Fig. 1: cell outlines without signal wires
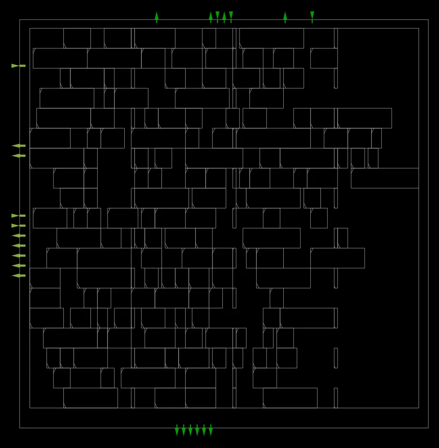
Fig. 2: sequential cells grouped by signal name
Drawn at 4 px/um. Other sequential cells in the stronger gray, the rest of the logic in the fainter gray.
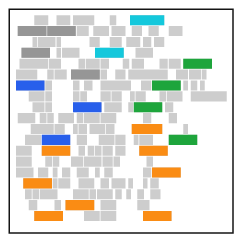
Fig. 3: routed clock nets over the placement
Drawn at 4 px/um.
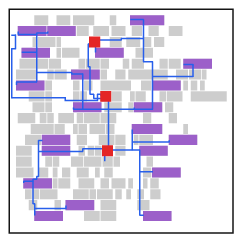
Fig. 4: nets reached from selected ports
Drawn at 8 px/um.
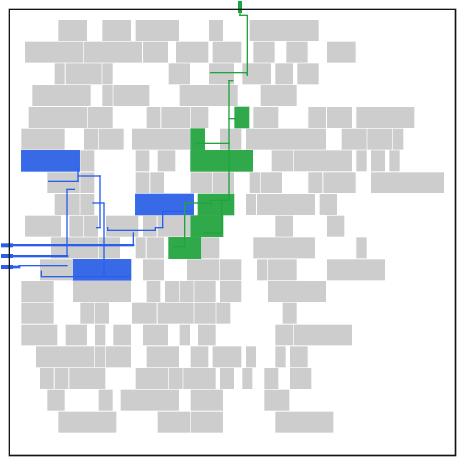
[src/rtl/sweep_pkg.sv]
// Shared definitions for the truth-table sweeper: FSM state type and default sizing.
package sweep_pkg;

  localparam int unsigned N_IN_DEFAULT  = 3;
  localparam int unsigned HOLD_DEFAULT  = 10;
  localparam int unsigned ERR_W_DEFAULT = 8;

  typedef enum logic [1:0] {
    IDLE  = 2'd0,
    DRIVE = 2'd1,
    DONE  = 2'd2
  } sweepState_e;

endpackage

[src/rtl/sweep_hold_timer.sv]
// Hold-window down-counter: reloads to HOLD-1 on load, counts down while busy,
// and flags expire on the last cycle of the window.
module sweep_hold_timer
  import sweep_pkg::*;
#(
  parameter int unsigned HOLD = HOLD_DEFAULT
) (
  input  logic clk,
  input  logic rst_n,
  input  logic load,
  input  logic busy,
  output logic expire
);

  localparam int unsigned CNT_W = $clog2(HOLD);
  localparam logic [CNT_W-1:0] RELOAD = CNT_W'(HOLD - 1);

  logic [CNT_W-1:0] holdCount;

  // NOTE: sequential state uses non-blocking assignments so every flop samples
  // pre-edge values regardless of process evaluation order.
  always_ff @(posedge clk) begin
    if (!rst_n) begin
      holdCount <= '0;
    end else if (load) begin
      holdCount <= RELOAD;
    end else if (busy && (holdCount != '0)) begin
      holdCount <= holdCount - 1'b1;
    end
  end

  assign expire = busy && (holdCount == '0);

endmodule

[src/rtl/truth_table_sweeper.sv]
// Exhaustive truth-table sweeper comparing a gate under test against a golden model.
// Define SWEEP_GRAY_EN to walk the patterns in Gray order instead of binary order.
module truth_table_sweeper
  import sweep_pkg::*;
#(
  parameter int unsigned N_IN  = N_IN_DEFAULT,
  parameter int unsigned HOLD  = HOLD_DEFAULT,
  parameter int unsigned ERR_W = ERR_W_DEFAULT
) (
  input  logic             clk,
  input  logic             rst_n,
  input  logic             start,
  input  logic             abort,
  input  logic             dut_out,
  input  logic             ref_out,
  output logic [N_IN-1:0]  stim,
  output logic             busy,
  output logic             done,
  output logic             pass,
  output logic [ERR_W-1:0] err_cnt,
  output logic [N_IN-1:0]  first_err
);

  localparam logic [N_IN-1:0]  LAST_IDX = '1;
  localparam logic [ERR_W-1:0] ERR_MAX  = '1;

  sweepState_e     state, stateNext;
  logic [N_IN-1:0] sweepIdx;
  logic [N_IN-1:0] patternIdx;
  logic            inDrive;
  logic            expire;
  logic            load;
  logic            accept;
  logic            doCompare;
  logic            mismatch;
  logic            passNext;

  assign inDrive = (state == DRIVE);

  sweep_hold_timer #(
    .HOLD (HOLD)
  ) u_holdTimer (
    .clk    (clk),
    .rst_n  (rst_n),
    .load   (load),
    .busy   (inDrive),
    .expire (expire)
  );

`ifdef SWEEP_GRAY_EN
  assign patternIdx = sweepIdx ^ (sweepIdx >> 1);
`else
  assign patternIdx = sweepIdx;
`endif

  always_ff @(posedge clk) begin
    if (!rst_n) begin
      state <= IDLE;
    end else begin
      state <= stateNext;
    end
  end

  // NOTE: every signal written here gets a default first, so no path can leave
  // one unassigned and infer a latch.
  always_comb begin
    stateNext = state;
    accept    = 1'b0;
    doCompare = 1'b0;
    load      = 1'b0;
    stim      = '0;
    busy      = 1'b0;
    done      = 1'b0;
    unique case (state)
      IDLE: begin
        if (start) begin
          stateNext = DRIVE;
          accept    = 1'b1;
          load      = 1'b1;
        end
      end
      DRIVE: begin
        stim = patternIdx;
        busy = 1'b1;
        // Abort wins over a compare landing in the same cycle.
        if (abort) begin
          stateNext = IDLE;
        end else if (expire) begin
          doCompare = 1'b1;
          if (sweepIdx == LAST_IDX) begin
            stateNext = DONE;
          end else begin
            load = 1'b1;
          end
        end
      end
      DONE: begin
        done      = 1'b1;
        stateNext = IDLE;
      end
      default: begin
        stateNext = IDLE;
      end
    endcase
  end

  assign mismatch = (dut_out != ref_out);
  // Verdict uses the post-compare count so pass is already valid during DONE.
  assign passNext = !mismatch && (err_cnt == '0);

  always_ff @(posedge clk) begin
    if (!rst_n) begin
      sweepIdx  <= '0;
      err_cnt   <= '0;
      first_err <= '0;
      pass      <= 1'b0;
    end else if (accept) begin
      sweepIdx  <= '0;
      err_cnt   <= '0;
      first_err <= '0;
      pass      <= 1'b0;
    end else if (doCompare) begin
      if (mismatch) begin
        // The saturating count never returns to zero, so zero marks "no error yet".
        if (err_cnt == '0) begin
          first_err <= patternIdx;
        end
        if (err_cnt != ERR_MAX) begin
          err_cnt <= err_cnt + 1'b1;
        end
      end
      if (sweepIdx != LAST_IDX) begin
        sweepIdx <= sweepIdx + 1'b1;
      end else begin
        pass <= passNext;
      end
    end
  end

endmodule

[config.mk]
export PLATFORM = sky130hd
export DESIGN_NAME = truth_table_sweeper
export DESIGN_NICKNAME = d
export VERILOG_FILES = /design/src/rtl/sweep_pkg.sv /design/src/rtl/sweep_hold_timer.sv /design/src/rtl/truth_table_sweeper.sv
export SDC_FILE = /design/constraint.sdc
export NUM_CORES = 1
export LEC_CHECK = 0
export CAP_MARGIN = 5
export CORE_UTILIZATION = 39
export CTS_BUF_LIST = sky130_fd_sc_hd__clkbuf_4
export DETAILED_ROUTE_END_ITERATION = 7
export GPL_TIMING_DRIVEN = 0
export PLACE_DENSITY = 0.67
export RECOVER_POWER = 50
export SLEW_MARGIN = 30
export SYNTH_ARGS = -nofsm -noshare
export SYNTH_HDL_FRONTEND = slang
export SYNTH_SLANG_ARGS = --single-unit
[constraint.sdc]
create_clock -name clk -period 2.1 [get_ports clk]
set_input_delay 0.63 -clock clk [delete_from_list [all_inputs] [get_ports clk]]
set_output_delay 0.63 -clock clk [all_outputs]
set_load 0.1 [all_outputs]
==> Slide: Implementation Results <==
Implementation Results

Run status
  • Run status: complete, no violations

Logic synthesis
  • Nets in the synthesized netlist: 136
  • Area share of and/or/nand/nor cells after synthesis: 32.5%
  • Mapped Area: 1120 um2
  • Ys Warns: 0
  • Synth area leader: sky130_fd_sc_hd__dfxtp_1
  • Part of the Yosys area used for sequential elements: 37.5%
  • Number of flops mapped to enable cells by yosys: 0
  • Prevailing post-synth register cell: sky130_fd_sc_hd__dfxtp_1
  • Multiplexer share of the synthesized area: 2.68%
  • Flop and latch count out of synthesis: 21
  • Top comb family, area: simple AND/OR/NAND/NOR gates
  • Yosys adder share: between 5 and 6%
  • Average cell area after synthesis: 8.96 um2
  • Count of instantiated cells in the yosys netlist: ~130
  • Most instantiated library cell after synthesis: sky130_fd_sc_hd__dfxtp_1
  • Largest cells by area: sky130_fd_sc_hd__dfxtp_1, sky130_fd_sc_hd__ha_1, sky130_fd_sc_hd__a21oi_1
  • Yosys aoi share: 15.6%
  • Count of unique library cells instantiated by Yosys: around 41
  • Post-Synthesis Cells: 125
  • Share of the synthesized netlist area taken by xor and xnor gates: 2.35%

Clock network
  • Clock tree sinks: 21
  • Clock tree from TritonCTS: built
  • CTS Root Cell: sky130_fd_sc_hd__clkbuf_4
  • Maximum level of the CTS H-tree: 1
  • Maximum root-to-sink buffer count: 2
  • Count of buffers added by post-CTS timing repair for setup: 1
  • Count of cells resized by post-cts repair: 74
  • Hold bufs inserted after CTS: 0

Worst setup path
  • Largest delay share family, worst path: simple AND/OR/NAND/NOR gates
  • Setup slack on the worst flop-to-flop path: 110 ps
  • Crit path capture: err_cnt[2]
  • Standard cell with the maximum stage delay on the critical path: sky130_fd_sc_hd__dlygate4sd3_1
  • Worst r2r dst: err_cnt[3]
  • Depth of the most critical reg-to-reg path: 6
  • Reg-to-Reg Start: u_holdTimer.holdCount[0]
  • Critical Setup Path Class: in -> reg
  • Largest fanout of any net on the critical path: 7

Timing
  • Number of setup violations in the final report: 0
  • Total negative setup slack: 0 ps
  • Final Critical Period: 2030 ps
  • Final Slew Violations: 0
  • Unrepaired setup endpoints after global routing: no
  • Max-Slew Margin vs Limit: 58.1%
  • Hold Violations, Final: 0
  • Worst Slack Setup Final: 69.0 ps

Run
  • Stage-log warning count: 27

Global routing
  • Total global routing track utilization: 18.5%
  • Global-route wire length before repair: 4.58 mm
  • Maximum number of pins on one net before global-route repair: 12
  • Number of antenna violations at the first check in global routing: 0
  • Aggregate global routing overflow: 0
  • Via count of the first global-routing pass: between 1000 and 1500

Layout
  • Register with the highest flop count: err_cnt
  • Largest registers: err_cnt x8, u_holdTimer.holdCount x4
  • Non-CTS buffers: 28
  • Ratio of cells with drive above 1 in the final layout: 27.6%
  • Fraction of standard cell area in multi-input logic: 47.2%
  • Number of filler cells placed in the layout: 247
  • Area taken by multi-input logic gates: 717 um2
  • Number of flip-flops under the largest register name: 8
  • Cell class with the largest area share: combinational gates
  • Relative area of clock buffers and inverters in the final design: between 1.5 and 2%
  • Number of clock-tree buffers in the layout: 4
  • Most common cell after layout, fill and taps aside: sky130_fd_sc_hd__dfxtp_1
  • Storage cell area: 425 um2
  • Final non-clock buffer share: between 10% and 20%

Pwr
  • Total power of the final layout: 0.761 mW
  • Maximum ir drop on the vdd rail: 0.483 mV
  • Leakage power of the design: approximately 0.56 nW
  • Power density over the cells: around 500 nW/um2

Worst hold path
  • Min-Delay Endpoint: first_err[2]
  • Hold Startpoint: first_err[2]

Floorplan
  • Die outline height: between 50 and 60 um
  • Die extent in x: roughly 56 um
  • Init Core Util: 41.0%
  • Overall die area: a little over 3000 um2

Placed design
  • Pre-CTS setup slack: -566 ps
  • DP Area: approximately 1400 um2
  • Placed instance count: 178
  • Placer's final routability congestion estimate: 0.783

Route
  • DRC violations left: 0
  • Remaining antenna violation count after routing: 0
  • Routed wire length: 2.67 mm
  • Number of DRC markers in iteration 0: 21
Back to the opening pictures, Fig. 1:
number of well taps: 31
area inside the core boundary: 2730 um2
Site Rows: 19
Final Util: 55.6%

Back to the opening pictures, Fig. 2:
| name in the netlist | color | sequential cells |
|---|---|---|
| state | cyan | 2 |
| err_cnt | orange | 8 |
| u_holdTimer.holdCount | green | 4 |
| first_err | blue | 3 |
sequential-cell power consumption: 0.414 mW
sequential cell area share: 28.0%

Back to the opening pictures, Fig. 3:
[clock wires] blue | length: 302 um
[cells driving clock nets] red | count: 3
[flip-flops] purple | count: 21
routed clock nets: 4
Clk pwr share: 28.5%
later-pin clock latency in the skew report: 310 ps
final clock skew: 11.6 ps

Back to the opening pictures, Fig. 4:
| port | color | bits | direction | edge | end cells | buffers | wire |
|---|---|---|---|---|---|---|---|
| abort | green | 1 | input | top | 6 | 1 | 53.7 um |
| first_err | blue | 3 | output | left | 3 | 3 | 89.9 um |
count of pins on the block boundary: 23
number of port buffers: 22

## cells by family (layout without fill, tap and decap cells)
family,Yosys count,count (layout)
buffers and inverters,9,36
adder cells (fa/ha/maj),5,5
multiplexers,3,3
flip-flops,21,21
AND/OR/NAND/NOR,56,56
XOR/XNOR,3,3
AND-OR/OR-AND,28,28
## layer usage
metal / up-vias / track usage, % / wire (um)
li1: 528 / - / -
met1: 523 / 23.1 / 1230
met2: 14 / 31.2 / 1350
met3: 2 / 3.49 / 74
met4: 0 / 7.50 / 16
met5: - / 0 / 0
## power breakdown
part	internal [mW]	switching, mW	total, mW
combinational	0.0547	0.0759	0.131
clock	0.0870	0.130	0.217
sequential	0.407	0.00703	0.414
Power and IR drop assume default switching activity.
